### Zoomed window, run 1

Window x 2 to 27, y 32 to 57 um. Cells in gray, sequential cells in the stronger gray; small squares are vias.
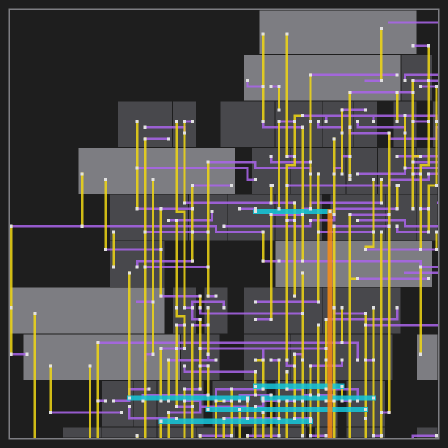
### Cell classes on the final placement, run 1

Drawn at 6 px/um.
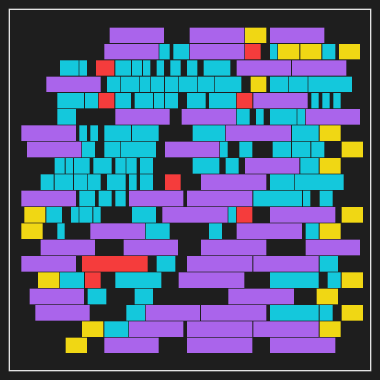
### Met1 routing, run 1

Drawn at 8 px/um.
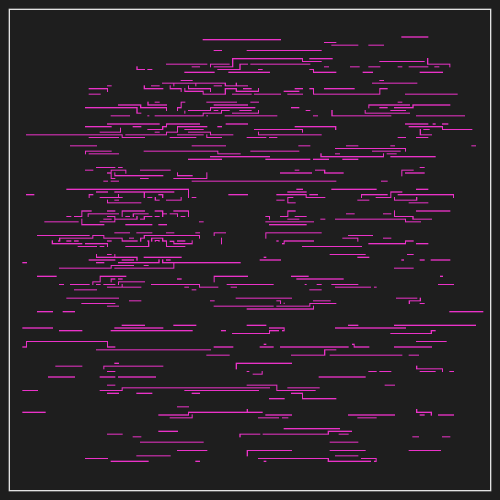
File: config.mk
export PLATFORM = sky130hd
export DESIGN_NAME = keypad_event_reader
export DESIGN_NICKNAME = d
export VERILOG_FILES = /design/src/rtl/keypad_pkg.sv /design/src/rtl/key_fifo.sv /design/src/rtl/keypad_event_reader.sv
export SDC_FILE = /design/constraint.sdc
export NUM_CORES = 1
export LEC_CHECK = 0
export CORE_UTILIZATION = 60
export DETAILED_ROUTE_END_ITERATION = 7
export PLACE_DENSITY = 0.83
export SETUP_SLACK_MARGIN = 0.2
export SYNTH_ARGS = -nofsm -noshare
export SYNTH_HDL_FRONTEND = slang
export SYNTH_SLANG_ARGS = --single-unit
File: constraint.sdc
create_clock -name CLK -period 5.5 [get_ports CLK]
set_clock_uncertainty 0.15 [all_clocks]
set_input_delay 1.65 -clock CLK [delete_from_list [all_inputs] [get_ports CLK]]
set_output_delay 1.65 -clock CLK [all_outputs]
set_load 0.005 [all_outputs]
File: src/rtl/keypad_pkg.sv
// Shared types for the keypad event reader: key code, debounce states and
// the reserved "no key" code.
package keypad_pkg;
  typedef logic [3:0] key_t;
  typedef enum logic [1:0] {IDLE, PRESS_WAIT, HELD, REL_WAIT} db_state_t;
  localparam key_t KEY_NONE = 4'd13;
endpackage

File: src/rtl/key_fifo.sv
// Key-event FIFO with wrapping pointers. A pop in the same cycle as a push on
// a full queue frees the slot, so the push is kept instead of dropped.
module key_fifo
  import keypad_pkg::*;
#(
  parameter int FIFO_DEPTH = 4
) (
  input  logic                        gclk,
  input  logic                        grst_n,
  input  logic                        push,
  input  logic                        pop,
  input  key_t                        din,
  output key_t                        head,
  output logic                        full,
  output logic                        empty,
  output logic                        drop,
  output logic [$clog2(FIFO_DEPTH):0] count
);
  localparam int AW = $clog2(FIFO_DEPTH);
  localparam int CW = AW + 1;

  key_t          mem [FIFO_DEPTH];
  logic [AW-1:0] wr_ptr, rd_ptr;
  logic          do_pop, do_push;

  assign empty   = (count == '0);
  assign full    = (count == CW'(FIFO_DEPTH));
  assign do_pop  = pop && !empty;
  assign do_push = push && (!full || do_pop);
  assign drop    = push && !do_push;
  assign head    = empty ? '0 : mem[rd_ptr];

  always_ff @(posedge gclk or negedge grst_n) begin
    if (!grst_n) begin
      wr_ptr <= '0;
      rd_ptr <= '0;
      count  <= '0;
    end else begin
      if (do_pop)  rd_ptr <= rd_ptr + 1'b1;
      if (do_push) wr_ptr <= wr_ptr + 1'b1;
      count <= count + CW'(do_push) - CW'(do_pop);
    end
  end

  // Storage needs no reset: head is masked to zero while empty.
  always_ff @(posedge gclk) begin
    if (do_push) mem[wr_ptr] <= din;
  end
endmodule

File: src/rtl/keypad_event_reader.sv
// Debounces a scanned keypad (press and release each need DB_CYCLES stable
// samples) and queues one event per accepted press for an MCU to pop.
module keypad_event_reader
  import keypad_pkg::*;
#(
  parameter int DB_CYCLES  = 8,
  parameter int FIFO_DEPTH = 4
) (
  input  logic                        CLK,
  input  logic                        RST_N,
  input  logic [3:0]                  DATA,
  input  logic                        PRESS,
  input  logic                        RD,
  input  logic                        CLR_OVF,
  output logic [3:0]                  KEY_OUT,
  output logic                        VALID,
  output logic                        INT,
  output logic                        OVF,
  output logic [$clog2(FIFO_DEPTH):0] COUNT
);
  localparam logic [7:0] DB_LAST = 8'(DB_CYCLES - 1);

  key_t       data_q, cand;
  logic       press_q;
  db_state_t  state;
  logic [7:0] cnt;
  logic       push, empty, full, drop;

  always_ff @(posedge CLK or negedge RST_N) begin
    if (!RST_N) begin
      data_q  <= '0;
      press_q <= 1'b0;
    end else begin
      data_q  <= DATA;
      press_q <= PRESS;
    end
  end

  // The push fires on the sample that brings the stable run up to DB_CYCLES.
  assign push = (state == PRESS_WAIT) && press_q && (data_q == cand) && (cnt == DB_LAST);

  always_ff @(posedge CLK or negedge RST_N) begin
    if (!RST_N) begin
      state <= IDLE;
      cnt   <= '0;
      cand  <= '0;
      INT   <= 1'b0;
    end else begin
      INT <= push;
      case (state)
        IDLE: if (press_q) begin
          state <= PRESS_WAIT;
          cand  <= data_q;
          cnt   <= 8'd1;
        end
        PRESS_WAIT: begin
          if (!press_q) begin
            state <= IDLE;
            cnt   <= '0;
          end else if (data_q != cand) begin
            cand <= data_q;
            cnt  <= 8'd1;
          end else if (cnt == DB_LAST) begin
            state <= HELD;
            cnt   <= '0;
          end else begin
            cnt <= cnt + 8'd1;
          end
        end
        HELD: if (!press_q) begin
          state <= REL_WAIT;
          cnt   <= 8'd1;
        end
        REL_WAIT: begin
          if (press_q) begin
            state <= HELD;
            cnt   <= '0;
          end else if (cnt == DB_LAST) begin
            state <= IDLE;
            cnt   <= '0;
          end else begin
            cnt <= cnt + 8'd1;
          end
        end
        default: state <= IDLE;
      endcase
    end
  end

  // A drop in the clearing cycle wins so no lost event goes unreported.
  always_ff @(posedge CLK or negedge RST_N) begin
    if (!RST_N)       OVF <= 1'b0;
    else if (drop)    OVF <= 1'b1;
    else if (CLR_OVF) OVF <= 1'b0;
  end

  key_fifo #(.FIFO_DEPTH(FIFO_DEPTH)) u_fifo (
    .gclk   (CLK),
    .grst_n (RST_N),
    .push   (push),
    .pop    (RD),
    .din    (cand),
    .head   (KEY_OUT),
    .full   (full),
    .empty  (empty),
    .drop   (drop),
    .count  (COUNT)
  );

  assign VALID = !empty;
endmodule
==> flow_summary.ini, run 1 <==
; yosys + openroad results
[sta]
finalHoldViolations = 0
final.period_utilization = 0.699
fin_worst_hold_slack_ps = 382

[logic_synthesis]
synth_seq_share = 0.586
synth-edff-count = 16
syn-cell-area_mm2 = 0.00202

[critical_path]
startpoint_type_of_the_worst_setup_path = flip-flop
cp_slowest_stage_delay_ps = 550
worst_ep_required_time_ps = 3700
crit_chain = mux4_2 -> and2_1 -> clkdlybuf4s50_1
crit_arrival_ps = 2050
regToRegStartpoint = cand[2]
criticalPathCategory = flip-flop to output port

[layout]
fraction_of_standard_cell_area_in_multi_input_logic = 0.339
final_nets = 188
largest_reg_flops = 16
nMultiInputCombCells = 92
clk_cell_area_share = 0.0360
largest_register = u_fifo.mem
seq_cell_count = 44
top_regs = u_fifo.mem: 16 flops, cnt: 8 flops

[power_and_ir_drop]
pg_clk_w = 0.000206
swShare = 0.267

[clock_network]
tritoncts = done
clock_tree.buffer_depth = 2

[placement]
globalplace.congestion = 0.762

[floorplanning]
design.portCount = 19
die.size.y_um = 60.0

[detailed_routing]
dr.first_iter.drc_count = 55
vias_per_cell = 5.71
topRoutingLayerUsed = met4

[status]
run_status = finished clean

[worst_hold_path]
min_delay_path_depth = 1
## Picture notes: 'Zoomed window'
Purple shows met1. Yellow shows met2. Orange shows met4. Cyan shows met3.
41 logic cells have their middle in the window. Sequential cells in the window: 6. Netlist names of flops here include cnt (6). Most frequent: dfrtp_1 (6), and3_1 (4), nand2_1 (3).

## Picture notes: 'Cell classes on the final placement'
Purple shows flops, cells 44, share of their area 52%. Red shows clock drivers and dummy loads, cells 8, share of their area 3.7%. Yellow shows other buffers and delay cells, cells 19, share of their area 8.2%. Cyan shows all other logic, cells 101, share of their area 36%.

## Picture notes: 'Met1 routing'
The layer holds 40% of the routed length. The layer carries 1350 um of wire. The longest straight run is 18.4 um. The wires run mostly horizontal.

==> inputs of run 2 (changes only) <==
CORE_UTILIZATION = 56   (was 60)
PLACE_DENSITY = 0.78   (was 0.83)
clock period = 3.87 ns   (was 5.5 ns; I/O delays follow)
==> run 2 against run 1 <==
Count of clock-buffer cells in the layout stayed put. Die size is 6.9% higher. Critical path depth stayed put. Critical endpoint unchanged.
==> flow_summary.ini, run 2 <==
; yosys + openroad results
[layout]
fraction_of_standard_cell_area_in_multi_input_logic = 0.337
top_regs = u_fifo.mem: 16 flops, cnt: 8 flops
nMultiInputCombCells = 92
seq_cell_count = 44
largest_reg_flops = 16
final_nets = 189
fillers = 235
largest_register = u_fifo.mem
sequential_cell_area_mm2 = 0.00118

[power_and_ir_drop]
pg_clk_w = 0.000292
share_comb_of_total_power = 0.245
top_power_group = sequential cells
intPower_w = 0.000850
swShare = 0.263
power_frac_seq = 0.502

[critical_path]
crit_arrival_ps = 2040
criticalPathCategory = flip-flop to output port
cp_slowest_stage_delay_ps = 550
startpoint_type_of_the_worst_setup_path = flip-flop
worst_ep_required_time_ps = 2560
crit_chain = mux4_2 -> and2_1 -> clkdlybuf4s50_1
timing.critical_path.slowest_stage_cell = dfrtp_1
regToRegStartpoint = press_q
cp_max_fo = 6
critical_path.endpoint = KEY_OUT[0]

[clock_network]
cts_post_setup_buffers_inserted = 0
tritoncts = done
clock_tree.buffer_depth = 2

[logic_synthesis]
synth.cellmix.simpleShare = 0.141
synth-edff-count = 16
synthCells = 148
synth_seq_share = 0.586
yosys-stat-cells = 148
syn-cell-area_mm2 = 0.00202

[status]
run_status = finished clean

[global_routing]
busiest_layer = met2

[sta]
final.period_utilization = 0.866
finalHoldViolations = 0

[detailed_routing]
route.detailed.wl_per_inst_um = 13.8
topRoutingLayerUsed = met4
vias_per_cell = 5.53
dr.first_iter.drc_count = 51

[placement]
globalplace.congestion = 0.773
portBuffers = 18

[worst_hold_path]
min_to = OVF
min_delay_path_depth = 1

[floorplanning]
die-area_mm2 = 0.00385
design.portCount = 19
die.size.y_um = 62.0
### Sizing map, run 2

Drawn at 6 px/um.
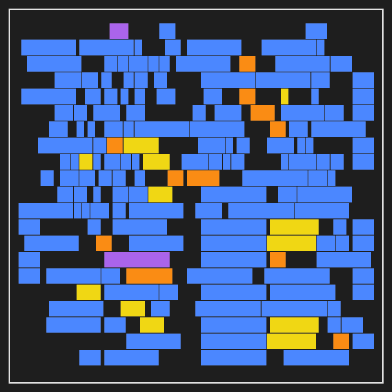
Purple shows drive 6 and up, cells 2, share 1.2%. Blue shows drive 1 or less, cells 148, share 86%, most used dfrtp_1. Orange shows drive 3 to 4, cells 11, share 6.4%, most used clkbuf_4. Yellow shows drive 2, cells 12, share 6.9%.

### Met1 routing, run 2

Drawn at 8 px/um.
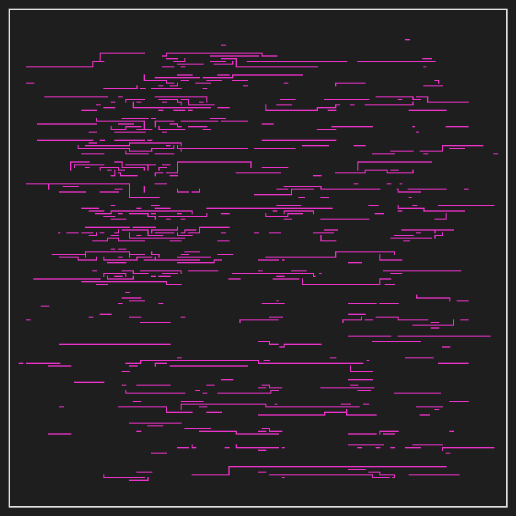
The wires run mostly horizontal. 163 nets have wire on it. The longest straight run is 27.1 um.

